### Clock wires, drivers and flops, run 1

Drawn at 4 px/µm.
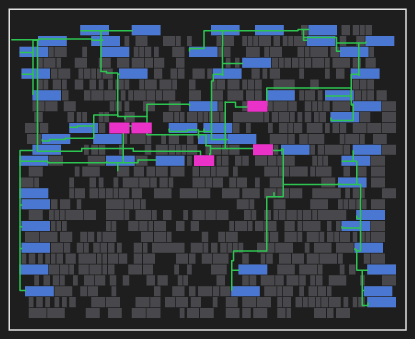
### Nets reached from selected ports, run 1

Drawn at 4 px/µm.
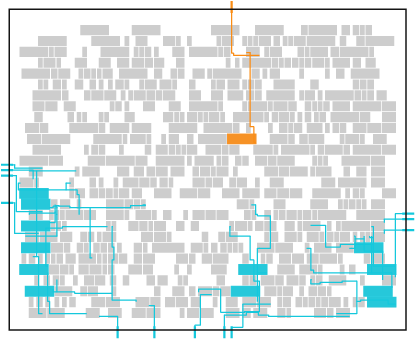
### Signal metal coverage by tile, run 1

Drawn at 4 px/µm. The die is cut into 20 by 16 equal tiles; white is low, dark blue is high, scaled to the fullest tile. Values are wire area over tile area, all layers added.
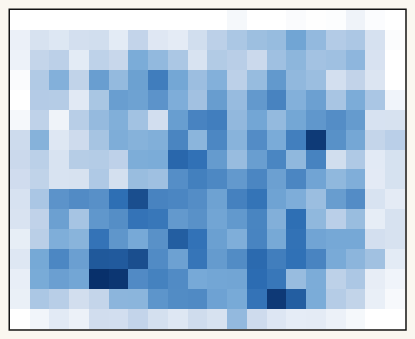
$ cat config.mk
export PLATFORM = sky130hd
export DESIGN_NAME = playback_controller
export DESIGN_NICKNAME = d
export VERILOG_FILES = /design/src/rtl/playback_controller.sv
export SDC_FILE = /design/constraint.sdc
export NUM_CORES = 1
export LEC_CHECK = 0
export CAP_MARGIN = 25
export CORE_ASPECT_RATIO = 0.8
export CORE_MARGIN = 2
export CORE_UTILIZATION = 58
export CTS_CLUSTER_DIAMETER = 50
export CTS_CLUSTER_SIZE = 25
export DETAILED_ROUTE_END_ITERATION = 12
export GPL_TIMING_DRIVEN = 0
export HOLD_SLACK_MARGIN = 0.12
export PLACE_DENSITY = 0.81
export SYNTH_ARGS = -nofsm -noshare
export SYNTH_HDL_FRONTEND = slang
export SYNTH_SLANG_ARGS = --single-unit
$ cat constraint.sdc
create_clock -name clk -period 8.8 [get_ports clk]
set_input_delay 1.76 -clock clk [delete_from_list [all_inputs] [get_ports clk]]
set_output_delay 1.76 -clock clk [all_outputs]
set_load 0.03 [all_outputs]
$ cat src/rtl/playback_controller.sv
// Transport controller: maps play/pause, stop and fast-forward commands onto the
// Timer's count/reset/adder controls, pacing ticks with an internal prescaler.
module playback_controller #(
    parameter int unsigned TICK_DIV   = 50000000,
    parameter int unsigned RAMP_TICKS = 3
) (
    input  logic        clk,
    input  logic        reset,
    input  logic        play_pause,
    input  logic        stop,
    input  logic        ffwd,
    input  logic [11:0] track_len,
    output logic        timer_count,
    output logic        timer_reset,
    output logic [5:0]  timer_adder,
    output logic [1:0]  state,
    output logic [11:0] elapsed,
    output logic        track_done
);

    localparam int unsigned PW = (TICK_DIV > 1) ? $clog2(TICK_DIV) : 1;
    localparam int unsigned RW = $clog2(RAMP_TICKS + 1);

    typedef enum logic [1:0] {
        ST_STOP  = 2'd0,
        ST_PLAY  = 2'd1,
        ST_PAUSE = 2'd2,
        ST_FFWD  = 2'd3
    } state_e;

    state_e        state_q, state_d;
    logic [PW-1:0] presc_q, presc_d;
    logic [1:0]    level_q, level_d;
    logic [RW-1:0] ramp_q, ramp_d;
    logic [11:0]   elapsed_q, elapsed_d;
    logic          count_q, count_d;
    logic          treset_q, treset_d;
    logic [5:0]    adder_q, adder_d;
    logic          done_q, done_d;

    logic          running, overrun, tick, finish, do_stop, do_start;
    logic [11:0]   remaining, speed, step, elapsed_tick;

    always_comb begin
        running      = (state_q == ST_PLAY) || (state_q == ST_FFWD);
        overrun      = running && (elapsed_q >= track_len);
        tick         = running && !overrun && (presc_q == PW'(TICK_DIV - 1));
        remaining    = track_len - elapsed_q;
        if (state_q != ST_FFWD) begin
            speed = 12'd1;
        end else begin
            case (level_q)
                2'd0:    speed = 12'd1;
                2'd1:    speed = 12'd8;
                default: speed = 12'd15;
            endcase
        end
        step         = (remaining < speed) ? remaining : speed;
        elapsed_tick = elapsed_q + step;
        finish       = tick && (elapsed_tick == track_len);
        do_stop      = stop && (state_q != ST_STOP);
        do_start     = (state_q == ST_STOP) && play_pause && (track_len != 12'd0);
    end

    always_ff @(posedge clk) begin
        if (reset) begin
            state_q <= ST_STOP;
        end else begin
            state_q <= state_d;
        end
    end

    always_comb begin
        state_d = state_q;
        if (do_stop) begin
            state_d = ST_STOP;
        end else begin
            case (state_q)
                ST_STOP:  if (do_start) state_d = ST_PLAY;
                ST_PLAY: begin
                    if (overrun || finish) state_d = ST_STOP;
                    else if (play_pause)   state_d = ST_PAUSE;
                    else if (ffwd)         state_d = ST_FFWD;
                end
                ST_PAUSE: if (play_pause) state_d = ST_PLAY;
                ST_FFWD: begin
                    if (overrun || finish) state_d = ST_STOP;
                    else if (play_pause)   state_d = ST_PAUSE;
                    else if (!ffwd)        state_d = ST_PLAY;
                end
                default:  state_d = ST_STOP;
            endcase
        end
    end

    always_comb begin
        presc_d   = presc_q;
        level_d   = level_q;
        ramp_d    = ramp_q;
        elapsed_d = elapsed_q;
        count_d   = 1'b0;
        treset_d  = 1'b0;
        adder_d   = adder_q;
        done_d    = 1'b0;
        if (do_stop || do_start) begin
            treset_d  = 1'b1;
            elapsed_d = '0;
            presc_d   = '0;
            level_d   = '0;
            ramp_d    = '0;
            adder_d   = 6'd1;
        end else begin
            if (running) begin
                presc_d = tick ? '0 : presc_q + PW'(1);
            end
            if (tick) begin
                count_d   = 1'b1;
                adder_d   = step[5:0];
                elapsed_d = elapsed_tick;
            end
            done_d = overrun || finish;
            // A tick strobe carries its own step; only an idle entry into PLAY restores 1.
            if (state_d == ST_PLAY && state_q != ST_PLAY && !tick) begin
                adder_d = 6'd1;
            end
            if (state_d != ST_FFWD) begin
                level_d = '0;
                ramp_d  = '0;
            end else if (state_q == ST_FFWD && tick) begin
                if (ramp_q == RW'(RAMP_TICKS - 1)) begin
                    ramp_d  = '0;
                    level_d = (level_q == 2'd2) ? 2'd2 : level_q + 2'd1;
                end else begin
                    ramp_d = ramp_q + RW'(1);
                end
            end
            if (state_d == ST_STOP) begin
                presc_d = '0;
            end
        end
    end

    always_ff @(posedge clk) begin
        if (reset) begin
            presc_q   <= '0;
            level_q   <= '0;
            ramp_q    <= '0;
            elapsed_q <= '0;
            count_q   <= 1'b0;
            treset_q  <= 1'b0;
            adder_q   <= 6'd1;
            done_q    <= 1'b0;
        end else begin
            presc_q   <= presc_d;
            level_q   <= level_d;
            ramp_q    <= ramp_d;
            elapsed_q <= elapsed_d;
            count_q   <= count_d;
            treset_q  <= treset_d;
            adder_q   <= adder_d;
            done_q    <= done_d;
        end
    end

    assign state       = state_q;
    assign elapsed     = elapsed_q;
    assign timer_count = count_q;
    assign timer_reset = treset_q;
    assign timer_adder = adder_q;
    assign track_done  = done_q;

endmodule

==> results.toml, run 1 <==
# physical design summary
[yosys]
ys_seq_elements = 53
avgSynthCellArea_um2 = 7.57
yosys_area_mm2 = 0.00417
synth_area_mm2 = 0.00417
flop_cell = "dfxtp_1"
yosys_warnings = 0
syn_inst = 551
ys_cells = 551
synth_cell_types = 64
ys_async_sr_fraction = 0
edf_count = 0
postSynthSeqShare = 0.255

[routing]
routedWlPerCell_um = 16.9
vias_per_cell = 6.04
drt_iter0_markers = 340
vias = 4176
firstDrtPassIters = 5
drt_wl_total_um = 11600
drc = 0
ant_nets = 0

[timing]
report.final.slew_viol_count = 0
rsz0062_at_grt = "false"
tns_ns = 0
setup_viol = 0
clock_skew_ns = 0.0246
worst_pin_slew_ns = 0.689
slew_headroom = 0.538
final-hold-violation-count = 0
fmax_mhz = 125
min_period_ns = 8.00
whs_ns = 0.477
period_used_share = 0.910

[setup_path]
critPathTopFamily = "AND-OR/OR-AND gates"
critPathArrivalTime_ns = 8.21
slowest_stage = "clkdlybuf4s50_1"
worstPathRequired_ns = 9.01
crit_top_cell = "ha_1"
max_stage_delay_ns = 0.53
cp_max_fo = 5
path_buffers = 1
rrSetupSlack_ns = 2.31
cp-end-kind = "flop"
worstPathCellList = "clkdlybuf4s50_1, ha_1, nand2b_1, a21boi_0, nor2_1, xnor2_1, ha_1, a221oi_1, nand4_1, a2111oi_0, o2111ai_1, mux2_2, ha_1, o21ai_0, o21ai_0, a211oi_1, a2111oi_0, or3b_1, or4_1, and2_1, a221o_1"
critPathLaunchType = "input port"
crit_type = "in2reg"

[final_layout]
area.growth.synth_to_final_pct = 14.8
final_util = 0.691
flop_area_mm2 = 0.00106
drive_gt1_frac = 0.0546
fin_nets = 651
antenna_cells = 0
fillerInstances = 586
combGateArea_mm2 = 0.00293

[floorplanning]
floorplan.core_util = 0.602
die_h_um = 79.8
dieWidth_um = 98.8
io_pins = 40
dieArea_mm2 = 0.00789
fp.coreArea_mm2 = 0.00693
rows = 27

[clock_network]
cts_setup_buffers = 0
worstSkewPairLatency_ns = 0.32
clk_pin_slew_worst_paths_ns = 0.11
ctsHoldBuffers = 0
clockRootBuffer = "clkbuf_8"
clock_path_buffers = 2
clkSinkCount = 53
cts_tree = "built"
cts_buffers = 5
cts.repair.resized = 0
htree_levels = 2

[flow_run]
maxCapViolCount = 0
tool_warnings = 27

[grt]
antenna_found_initial = 0
grt_max_degree = 19
grt_pass1_wl_um = 18700
grt_usage = 0.297
grt.overflow.total = 0
grt_pass1_vias = 3834

[placement]
port-buffer-count = 39
dp_hpwl_um = 9170
gp_congestion = 0.915

[hold_path]
hold_path_class = "reg2reg"

[power_and_ir_drop]
power.leakage_nw = 1.71
ir_drop_uv = 101
power_density_mw_per_mm2 = 96.8

[status]
status = "finished clean"
About 'Clock wires, drivers and flops':
[blue] flip-flops | count: 53
[green] clock wires | length: 672 µm
[magenta] clock drivers | count: 5
routed clock nets	6

About 'Nets reached from selected ports':
colour	port	direction	edge	end cells	buffers	wire
cyan	elapsed	output	5 south, 4 west, 3 east	12	12	616 µm
orange	track_done	output	north	1	1	42.7 µm

About 'Signal metal coverage by tile':
tiles over half the peak	36%
nearly empty tiles	7.5%
fullest tile	0.62

==> run 1: final cells by class <==
type / instances / area share
repair buffers: 39 / 0.0816
clock inverters: 3 / 0.00523
plain buffers: 19 / 0.0160
clock buffers: 5 / 0.0144
multi-input cells: 451 / 0.612
inverters: 34 / 0.0267
well taps: 87 / 0.0228
flip-flops and latches: 53 / 0.222
==> run 1: tightest hold or removal path: stages, from the launching register on <==
cell      delay, ns
dfxtp_1        0.33
nand2_1        0.05
a21boi_0       0.06
==> run 1: routing by layer <==
metal,global-route usage,up-vias,share of wire
met5,0,-,0
met4,0.0548,0,0.011
li1,-,2068,-
met1,0.443,1932,0.49
met3,0.0613,14,0.084
met2,0.443,162,0.41
==> run 1: registers in the layout, summed over array words and instances (netlist names) <==
name / count
presc_q: 26
elapsed: 12
timer_adder: 6
level_q: 2
ramp_q: 2
state: 2
timer_count: 1
timer_reset: 1
track_done: 1
==> run 1: through the flow <==
stage	cells	setup slack (ns)	area, µm²	total power [mW]
after CTS	691	0.920	4780	0.463
after floorplan	557	2.05	4190	0.294
after detailed placement	683	0.606	4690	0.320
final	691	0.796	4780	0.463
after global routing	691	0.464	4780	0.483
after global placement	683	0.609	4690	0.319
==> run 1: path summary, 6_finish.rpt <==
| path | to | cells after the start | startpoint |
|---|---|---|---|
| worst max-delay path | state[0] | 21 | track_len[1] |
| worst min-delay path | timer_adder[2] | 2 | timer_adder[2] |
| worst max register to register | state[0] | 21 | elapsed[1] |
| worst min register to register | timer_adder[2] | 2 | timer_adder[2] |
==> run 1: synth_stat cells, types with 8 or more instances <==
cell | n | area share
nand3_1 | 30 | 0.036
xor2_1 | 20 | 0.042
ha_1 | 29 | 0.087
nand2_1 | 60 | 0.054
nor3_1 | 15 | 0.018
a211oi_1 | 10 | 0.018
or2_2 | 8 | 0.012
clkbuf_1 | 14 | 0.013
dfxtp_1 | 53 | 0.25
nor3b_1 | 9 | 0.016
inv_1 | 34 | 0.031
o21ai_0 | 29 | 0.035
nor4_1 | 8 | 0.012
xnor2_1 | 20 | 0.042
nor2_1 | 68 | 0.061
a21oi_1 | 28 | 0.034
==> run 1: report_power, final <==
part	internal [mW]	switching, mW
logic	0.0309	0.0454
clock network	0.0577	0.0882
registers	0.240	0.000693
total	0.329	0.134
==> run 1: cell families after synthesis <==
logic type / Yosys count / synth area share
mux: 7 / 0.0180
flops: 53 / 0.255
xor+xnor: 41 / 0.0894
compound gates: 117 / 0.190
simple gates: 248 / 0.302
buf+inv: 53 / 0.0489
fa+ha+maj: 31 / 0.0966
other cells: 1 / 0.000899
==> run 1: placed cells by master (no fill, tap or decap), types with 7 or more instances in the layout <==
cell type        netlist  final
a211oi_1              10     10
a21oi_1               28     28
clkbuf_1              14     14
clkdlybuf4s50_1        0     39
conb_1                 1      7
dfxtp_1               53     53
ha_1                  29     29
inv_1                 34     34
nand2_1               60     60
nand3_1               30     30
nor2_1                68     68
nor3_1                15     15
nor3b_1                9      9
nor4_1                 8      8
o21ai_0               29     29
or2_2                  8      8
xnor2_1               20     20
xor2_1                20     20
### Logic cells by family, run 1

Drawn at 4 px/µm.
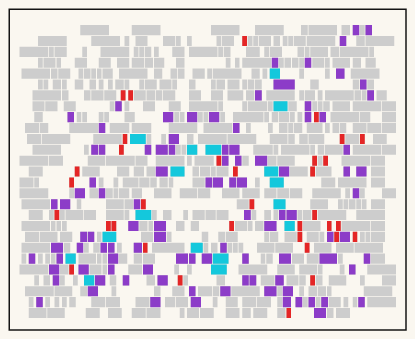

==> run 1 -> run 2 <==
--- a/config.mk
+++ b/config.mk
@@ -15,6 +15,7 @@
 export GPL_TIMING_DRIVEN = 0
 export HOLD_SLACK_MARGIN = 0.12
 export PLACE_DENSITY = 0.81
+export REMOVE_ABC_BUFFERS = 1
 export SYNTH_ARGS = -nofsm -noshare
 export SYNTH_HDL_FRONTEND = slang
 export SYNTH_SLANG_ARGS = --single-unit
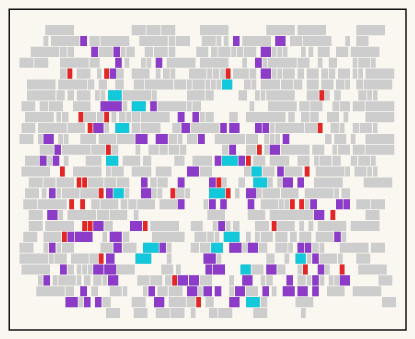
*Logic cells by family, run 2*
Drawn at 4 px/µm.
colour	family	cells	most used
purple	inverting AOI/OAI gates	100	o21ai_0
cyan	AND-OR and OR-AND gates	17	a2111o_1
red	inverters	34	inv_1

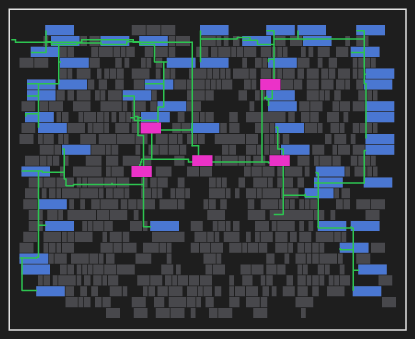
*Clock wires, drivers and flops, run 2*
Drawn at 4 px/µm.
[blue] flip-flops | count: 53
[green] clock wires | length: 614 µm
[magenta] clock drivers | count: 5
flops lie	spread over the die

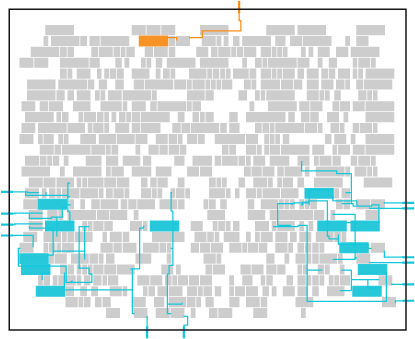
*Nets reached from selected ports, run 2*
Drawn at 4 px/µm.
I/O Pins: 40
port bufs: 39

==> results.toml, run 2 <==
# physical design summary
[final_layout]
fillerInstances = 570
final_util = 0.687
fin_nets = 633
regMostFlops = "presc_q"
combGateArea_mm2 = 0.00293
antenna_cells = 0
largest_reg_flops = 26
layout_top_cells = "nor2_1 (68), nand2_1 (60), dfxtp_1 (53)"
final_common_cell = "nor2_1"
drive_gt1_frac = 0.0512

[setup_path]
worstPathRequired_ns = 9.00
cp_max_fo = 5
reg2regPathDepth = 22
critPathLaunchType = "input port"
cp-end-kind = "flop"
critPathArrivalTime_ns = 8.28

[floorplanning]
dieArea_mm2 = 0.00789
rows = 27
floorplan.core_util = 0.602
die_h_um = 79.8
fp.coreArea_mm2 = 0.00693

[clock_network]
cts_setup_buffers = 0
cts_tree = "built"
clkSinkCount = 53
htree_levels = 2
cts_buffers = 5
cts.repair.resized = 0
clock_path_buffers = 2
clk_pin_slew_worst_paths_ns = 0.10

[yosys]
edf_count = 0
ys_cells = 551
ys_sh_adder = 0.0966
yosysMostFrequentCell = "nor2_1"
yosys_warnings = 0
avgSynthCellArea_um2 = 7.57
ys_sh_xor = 0.0894
ys_async_sr_fraction = 0
syn_inst = 551
yosys.area_share.aoi = 0.190
ys_sh_simple = 0.302
yosysTopAreaCellShare = 0.255
common_cells = "nor2_1 (68), nand2_1 (60), dfxtp_1 (53)"
muxShareOfSynthArea = 0.0180
largest_area_cell = "dfxtp_1"
ys_seq_elements = 53
synth_cell_types = 64

[grt]
grt_usage = 0.276
grt.overflow.total = 0
grt_pass1_vias = 3820
antenna_found_initial = 0
grt_pass1_wl_um = 17900
grt_max_degree = 30

[routing]
vias_per_cell = 6.06
ant_nets = 0
vias = 4076
firstDrtPassIters = 5
routedWlPerCell_um = 15.6
drt_wl_total_um = 10500
drt_iter0_markers = 301
drc = 0

[timing]
min_period_ns = 8.08
clock_skew_ns = 0.00777
period_used_share = 0.918
setup_viol = 0
fmax_mhz = 124
worst_pin_slew_ns = 0.899
tns_ns = 0
report.final.slew_viol_count = 0
slew_headroom = 0.398
rsz0062_at_grt = "false"

[power_and_ir_drop]
p_int_mw = 0.356
clockPowerShare = 0.345
p_seq_frac = 0.503
power_density_mw_per_mm2 = 101
power.leakage_nw = 1.70
p_sw_mw = 0.124

[placement]
dp_hpwl_um = 8150
placed_cells_incl_taps = 664
gp_congestion = 0.873
post-place-ws_ns = 0.548

[flow_run]
tool_warnings = 26
maxCapViolCount = 0

[hold_path]
hold_path_class = "reg2reg"

[status]
status = "finished clean"
[run 2: netlist changes by cell type in the layout (fill, tap and decap cells not counted), sizes merged]
cell | previous run | this run
bufinv | 0 | 1
inv | 35 | 34
buf | 5 | 1
clkbuf | 19 | 6
clkinvlp | 1 | 0
[run 2: power groups by stage]
stage / Sequential (mW) / Clock [mW] / Combinational [mW]
floorplan: 0.248 / 0 / 0.0447
global placement: 0.247 / 0 / 0.0696
detailed placement: 0.247 / 0 / 0.0711
CTS: 0.242 / 0.171 / 0.0717
global route: 0.242 / 0.178 / 0.0812
finish: 0.241 / 0.166 / 0.0729
[run 2: final cells by class]
class | count | area share
clock inverter | 2 | 0.00815
timing repair buffer | 40 | 0.0878
clock buffer | 6 | 0.0153
sequential | 53 | 0.223
inverter | 34 | 0.0268
multi-input combinational | 451 | 0.616
tap | 87 | 0.0229
[run 2: path summary, 6_finish.rpt]
| check | startpoint | to | slack, ns |
|---|---|---|---|
| max | track_len[0] | state[0] | 0.72 |
| min | timer_adder[5] | timer_adder[5] | 0.49 |
| max reg2reg | elapsed[1] | state[0] | 2.24 |
| min reg2reg | timer_adder[5] | timer_adder[5] | 0.49 |
[run 2: worst max-delay path, cell delays in order]
cell and delay [ns]:
clkdlybuf4s50_1 0.54, inv_1 0.06, ha_1 0.20, nand2b_1 0.16
a21boi_0 0.24, nor2_1 0.09, xnor2_1 0.21, ha_1 0.28
a221oi_1 0.27, nand4_1 0.11, a2111oi_0 0.47, o2111ai_1 0.38
mux2i_1 0.43, inv_1 0.09, ha_1 0.31, a211oi_2 0.47
o21ai_0 0.18, a211oi_1 0.48, a2111oi_0 0.19, or3b_1 0.37
or4_1 0.55, and2_1 0.18, a221o_1 0.25
[run 2: layer usage]
metal	GRT usage	vias to the layer above	wire length (µm)
li1	-	2038	-
met1	0.394	1888	5190
met2	0.441	138	4490
met3	0.0447	12	712
met4	0.0548	0	127
met5	0	-	0
[run 2: through the flow]
step / area, µm² / hold WS [ns]
finish: 4760 / 0.492
detailed placement: 4620 / 0.468
global placement: 4610 / 0.455
global route: 4760 / 0.516
floorplan: 4120 / 0.472
CTS: 4730 / 0.496
[run 2: cell families after synthesis]
kind of cell | after synthesis
fa+ha+maj | 31
mux | 7
xor+xnor | 41
flops | 53
other cells | 1
compound gates | 117
buf+inv | 53
simple gates | 248
No activity file was given, so power comes from the tool's default toggle rates.
